**src/rtl/posit_accumulator_8bit.sv**
```systemverilog
// Streaming posit<8,0> packet accumulator built around a combinational posit adder.
// Optional sticky NaR output flag: define POSIT_ACC_NAR_FLAG_EN.

module posit_adder_8bit (
  input  logic [7:0] lhs,
  input  logic [7:0] rhs,
  output logic [7:0] add_result
);
  // Every posit<8,0> is an integer multiple of 2^-6 no larger than 2^6, so
  // a 13-bit fixed-point magnitude with 6 fraction bits holds any operand exactly.
  function automatic logic [12:0] decode_mag(input logic [7:0] p);
    logic [6:0]  body;
    logic [6:0]  sh;
    logic [12:0] sig;
    logic        r0;
    logic        stop;
    int          run;
    int          k;
    body = p[7] ? (~p[6:0] + 7'd1) : p[6:0];
    r0   = body[6];
    run  = 0;
    stop = 1'b0;
    for (int i = 6; i >= 0; i--) begin
      if (!stop && body[i] == r0) run++;
      else stop = 1'b1;
    end
    k   = r0 ? run - 1 : -run;
    sh  = body << (run + 1);
    sig = 13'd64 | (13'(sh) >> 1);
    decode_mag = (k >= 0) ? (sig << k) : (sig >> (-k));
  endfunction

  // Round the exact sum to nearest-even on the posit bit pattern, saturating at maxpos.
  function automatic logic [7:0] encode(input logic neg, input logic [13:0] mag);
    logic [27:0] rg;
    logic [27:0] fr;
    logic [27:0] ext;
    logic [6:0]  body;
    int          p;
    int          k;
    int          rlen;
    p = 0;
    for (int i = 0; i < 14; i++) if (mag[i]) p = i;
    k = p - 6;
    if (k >= 6) begin
      body = 7'h7F;
    end else begin
      if (k >= 0) begin
        rg   = ~(28'hFFF_FFFF >> (k + 1));
        rlen = k + 2;
      end else begin
        rg   = 28'h800_0000 >> (-k);
        rlen = 1 - k;
      end
      fr   = {mag, 14'd0} << (14 - p);
      ext  = rg | (fr >> rlen);
      body = ext[27:21];
      if (ext[20] && ((|ext[19:0]) || body[0])) body = body + 7'd1;
    end
    if (mag == 14'd0) encode = 8'h00;
    else              encode = neg ? (~{1'b0, body} + 8'd1) : {1'b0, body};
  endfunction

  logic signed [14:0] sa, sb, s;
  logic        [13:0] m;

  // NOTE: every always_comb output gets a default first so no path leaves it unassigned (no latch).
  always_comb begin
    add_result = 8'h00;
    sa = {2'b00, decode_mag(lhs)};
    sb = {2'b00, decode_mag(rhs)};
    if (lhs[7]) sa = -sa;
    if (rhs[7]) sb = -sb;
    s = sa + sb;
    m = s[14] ? (~s[13:0] + 14'd1) : s[13:0];
    if (lhs == 8'h80 || rhs == 8'h80) add_result = 8'h80;
    else if (lhs == 8'h00)            add_result = rhs;
    else if (rhs == 8'h00)            add_result = lhs;
    else                              add_result = encode(s[14], m);
  end
endmodule

module posit_accumulator_8bit #(
  parameter int COUNT_WIDTH = 8
) (
  input  logic                   clk,
  input  logic                   rst,
  input  logic                   flush,
  input  logic                   in_valid,
  output logic                   in_ready,
  input  logic [7:0]             in_data,
  input  logic                   in_last,
  output logic                   out_valid,
  input  logic                   out_ready,
  output logic [7:0]             out_data,
`ifdef POSIT_ACC_NAR_FLAG_EN
  output logic                   out_nar,
`endif
  output logic [COUNT_WIDTH-1:0] out_count
);
  typedef enum logic {ACCUM, DONE} state_e;

  state_e                 state_q, state_d;
  logic [7:0]             acc_q, acc_d;
  logic [COUNT_WIDTH-1:0] count_q, count_d;
  logic [7:0]             add_result;
  logic                   beat;

  posit_adder_8bit u_adder (
    .lhs        (acc_q),
    .rhs        (in_data),
    .add_result (add_result)
  );

  assign in_ready  = (state_q == ACCUM);
  assign out_valid = (state_q == DONE);
  assign out_data  = acc_q;
  assign out_count = count_q;
  assign beat      = in_valid && in_ready;

  always_comb begin
    state_d = state_q;
    acc_d   = acc_q;
    count_d = count_q;
    if (flush) begin
      state_d = ACCUM;
      acc_d   = 8'h00;
      count_d = '0;
    end else begin
      case (state_q)
        ACCUM: if (beat) begin
          acc_d   = add_result;
          count_d = (&count_q) ? count_q : count_q + 1'b1;
          if (in_last) state_d = DONE;
        end
        DONE: if (out_ready) begin
          state_d = ACCUM;
          acc_d   = 8'h00;
          count_d = '0;
        end
        default: state_d = ACCUM;
      endcase
    end
  end

  // NOTE: sequential state uses non-blocking assignments; reset is synchronous, so it lives inside the clocked branch.
  always_ff @(posedge clk) begin
    if (rst) begin
      state_q <= ACCUM;
      acc_q   <= 8'h00;
      count_q <= '0;
    end else begin
      state_q <= state_d;
      acc_q   <= acc_d;
      count_q <= count_d;
    end
  end

`ifdef POSIT_ACC_NAR_FLAG_EN
  logic nar_q, nar_d;

  always_comb begin
    nar_d = nar_q;
    if (flush || (out_valid && out_ready)) nar_d = 1'b0;
    else if (beat && in_data == 8'h80)     nar_d = 1'b1;
  end

  always_ff @(posedge clk) begin
    if (rst) nar_q <= 1'b0;
    else     nar_q <= nar_d;
  end

  assign out_nar = nar_q;
`endif
endmodule

```
**config.mk**
```make
export PLATFORM = sky130hd
export DESIGN_NAME = posit_accumulator_8bit
export DESIGN_NICKNAME = d
export VERILOG_FILES = /design/src/rtl/posit_accumulator_8bit.sv
export SDC_FILE = /design/constraint.sdc
export NUM_CORES = 1
export LEC_CHECK = 0
export CORE_UTILIZATION = 40
export CTS_CLUSTER_DIAMETER = 100
export DETAILED_ROUTE_END_ITERATION = 10
export SLEW_MARGIN = 20
export SYNTH_ARGS = -nofsm -noshare
export SYNTH_HDL_FRONTEND = slang
export SYNTH_HIERARCHICAL = 1
export SYNTH_SLANG_ARGS = --single-unit
```
**constraint.sdc**
```tcl
create_clock -name clk -period 33.5 [get_ports clk]
set_input_delay 3.35 -clock clk [delete_from_list [all_inputs] [get_ports clk]]
set_output_delay 3.35 -clock clk [all_outputs]
set_load 0.005 [all_outputs]
```
Figure 1. Signal wires on met1.
(1.5 px per um) Supply wires on this layer in gray.
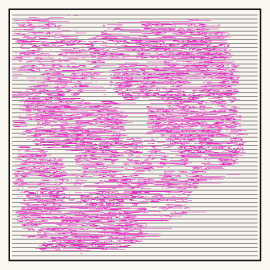
share of all routed wire	46%
main direction	horizontal
nets with wire on the layer	1526

Figure 2. Clock nets.
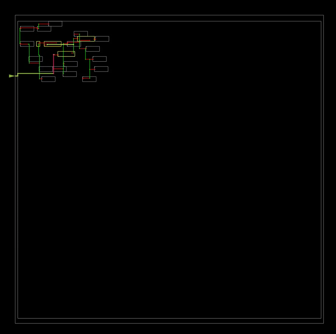
skew final: 1.03 ps
Inserted Clock Buffers: 3
CLK BUF: 3

Figure 3. Routed clock nets over the placement.
(2 px per um)
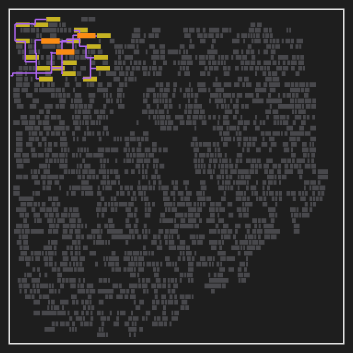
[orange] cells driving clock nets | count: 3
[yellow] flip-flops | count: 17
[purple] clock wires | length: 220 um
flops lie	upper left
Latency at later pin: 240 ps

Figure 4. Cell density map.
(2 px per um) The die is cut into 17 by 17 equal tiles; white is low, dark blue is high, 0 to 100% covered.
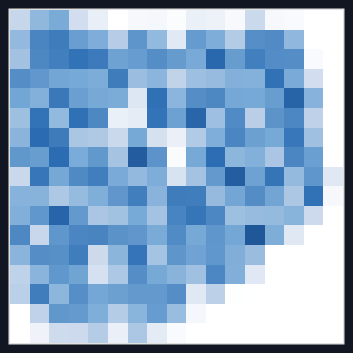
emptiest ninth of the die	lower right
nearly empty tiles	16%
mean over tiles	40%
fullest tile	84%
tiles over 75% full	3.5%

==> summary.txt <==
Top delay family on crit path: AND-OR/OR-AND gates
clock tree from TritonCTS: built
Biggest Area Class: multi-input combinational cells
Worst EP required: 33680 ps
Distinct lib cells used: 134
dominant logic cell type in the layout: nor2_1
Nets: 1626
Mux area share: 0.0400
Cell Area, Synth: 0.0108 sq mm
multi-input combinational cell count: 1442
minimum clock period after layout: 23020 ps
Commonest cells post-synth: nor2_1, nand2_1, a21oi_1, o21ai_0, nor3_1
TNS Setup: 0 ps
H-tree levels: 1
Fillers: 2758
yosys simple share: 0.317
Final ANT Viol Nets: 0
Detailed Place HPWL: 29.8 mm
Buffers on Ports: 31
DR vias/cell: 6.83
crit path max fanout: 21
Yosys Instances: 1593
CTS Buffer Depth: 2
cell row count: 59
YS chip area: 0.0108 sq mm
endpoints failing setup: 0
min-delay worst type: reg -> reg
largest net degree at the start of global routing: 34
status: complete, no violations
vias post-DR: 13000
nonclk buf count: 46
Worst Setup Start Kind: primary input
post-CTS setup buffers: 0
Max Cap Viol: 0
clock network share of area: 0.00705
post-route cell area: 0.0114 sq mm
WP buf/inv: 7
highest-delay cell along the critical path: clkdlybuf4s50_1
first-pass GRT wire length: 62.1 mm
maximum clock frequency: 43.4 MHz
initial antenna violation count: 0
Post-CTS Resized: 0
Detailed Route WL: 38.3 mm
critical path type: in -> reg
initial drt markers: 1297
GRT Residual Overflow: 0
storage element area: 340 sq um
EDFF count, synth: 0
Least-Margin Pin Slew: 1020 ps
Synth Area in Adders: 0.0562
Final Hold Fails: 0
Non-Filler Instances: 1898
Comb area share: 0.871
ys async rst share: 0
nonclk inv count: 54
crit share post-route: 0.687
area fraction in compound gates: 0.421
Crit. End Element: flop
Seq/total area: 0.0300
Core Util, Final: 0.432
number of global-route vias before repair: 11700
final hold slack: 584 ps
Clock transition at path regs: 50 ps
Initial Utilization: 0.412
top cells, area: nor2_1, ha_1, xnor2_1
Yosys reg bits: 17
[worst paths after layout]
check / startpoint / slack (ps) / end / cells after the start
hold / removal: out_count[6] / 580 / out_count[6] / 2
setup reg to reg: out_data[0] / 14280 / out_data[6] / 69
hold reg to reg: out_count[6] / 580 / out_count[6] / 2
setup / recovery: in_data[0] / 10480 / out_data[6] / 71
[registers in the layout, indices dropped and copies added, names as in the netlist]
signal / flops
out_valid: 1
out_count: 8
out_data: 8
[routing by layer]
layer | track usage | share of wire
met1 | 0.384 | 0.46
met5 | 0 | 0
met2 | 0.417 | 0.44
met4 | 0.0624 | 0.022
met3 | 0.0309 | 0.082
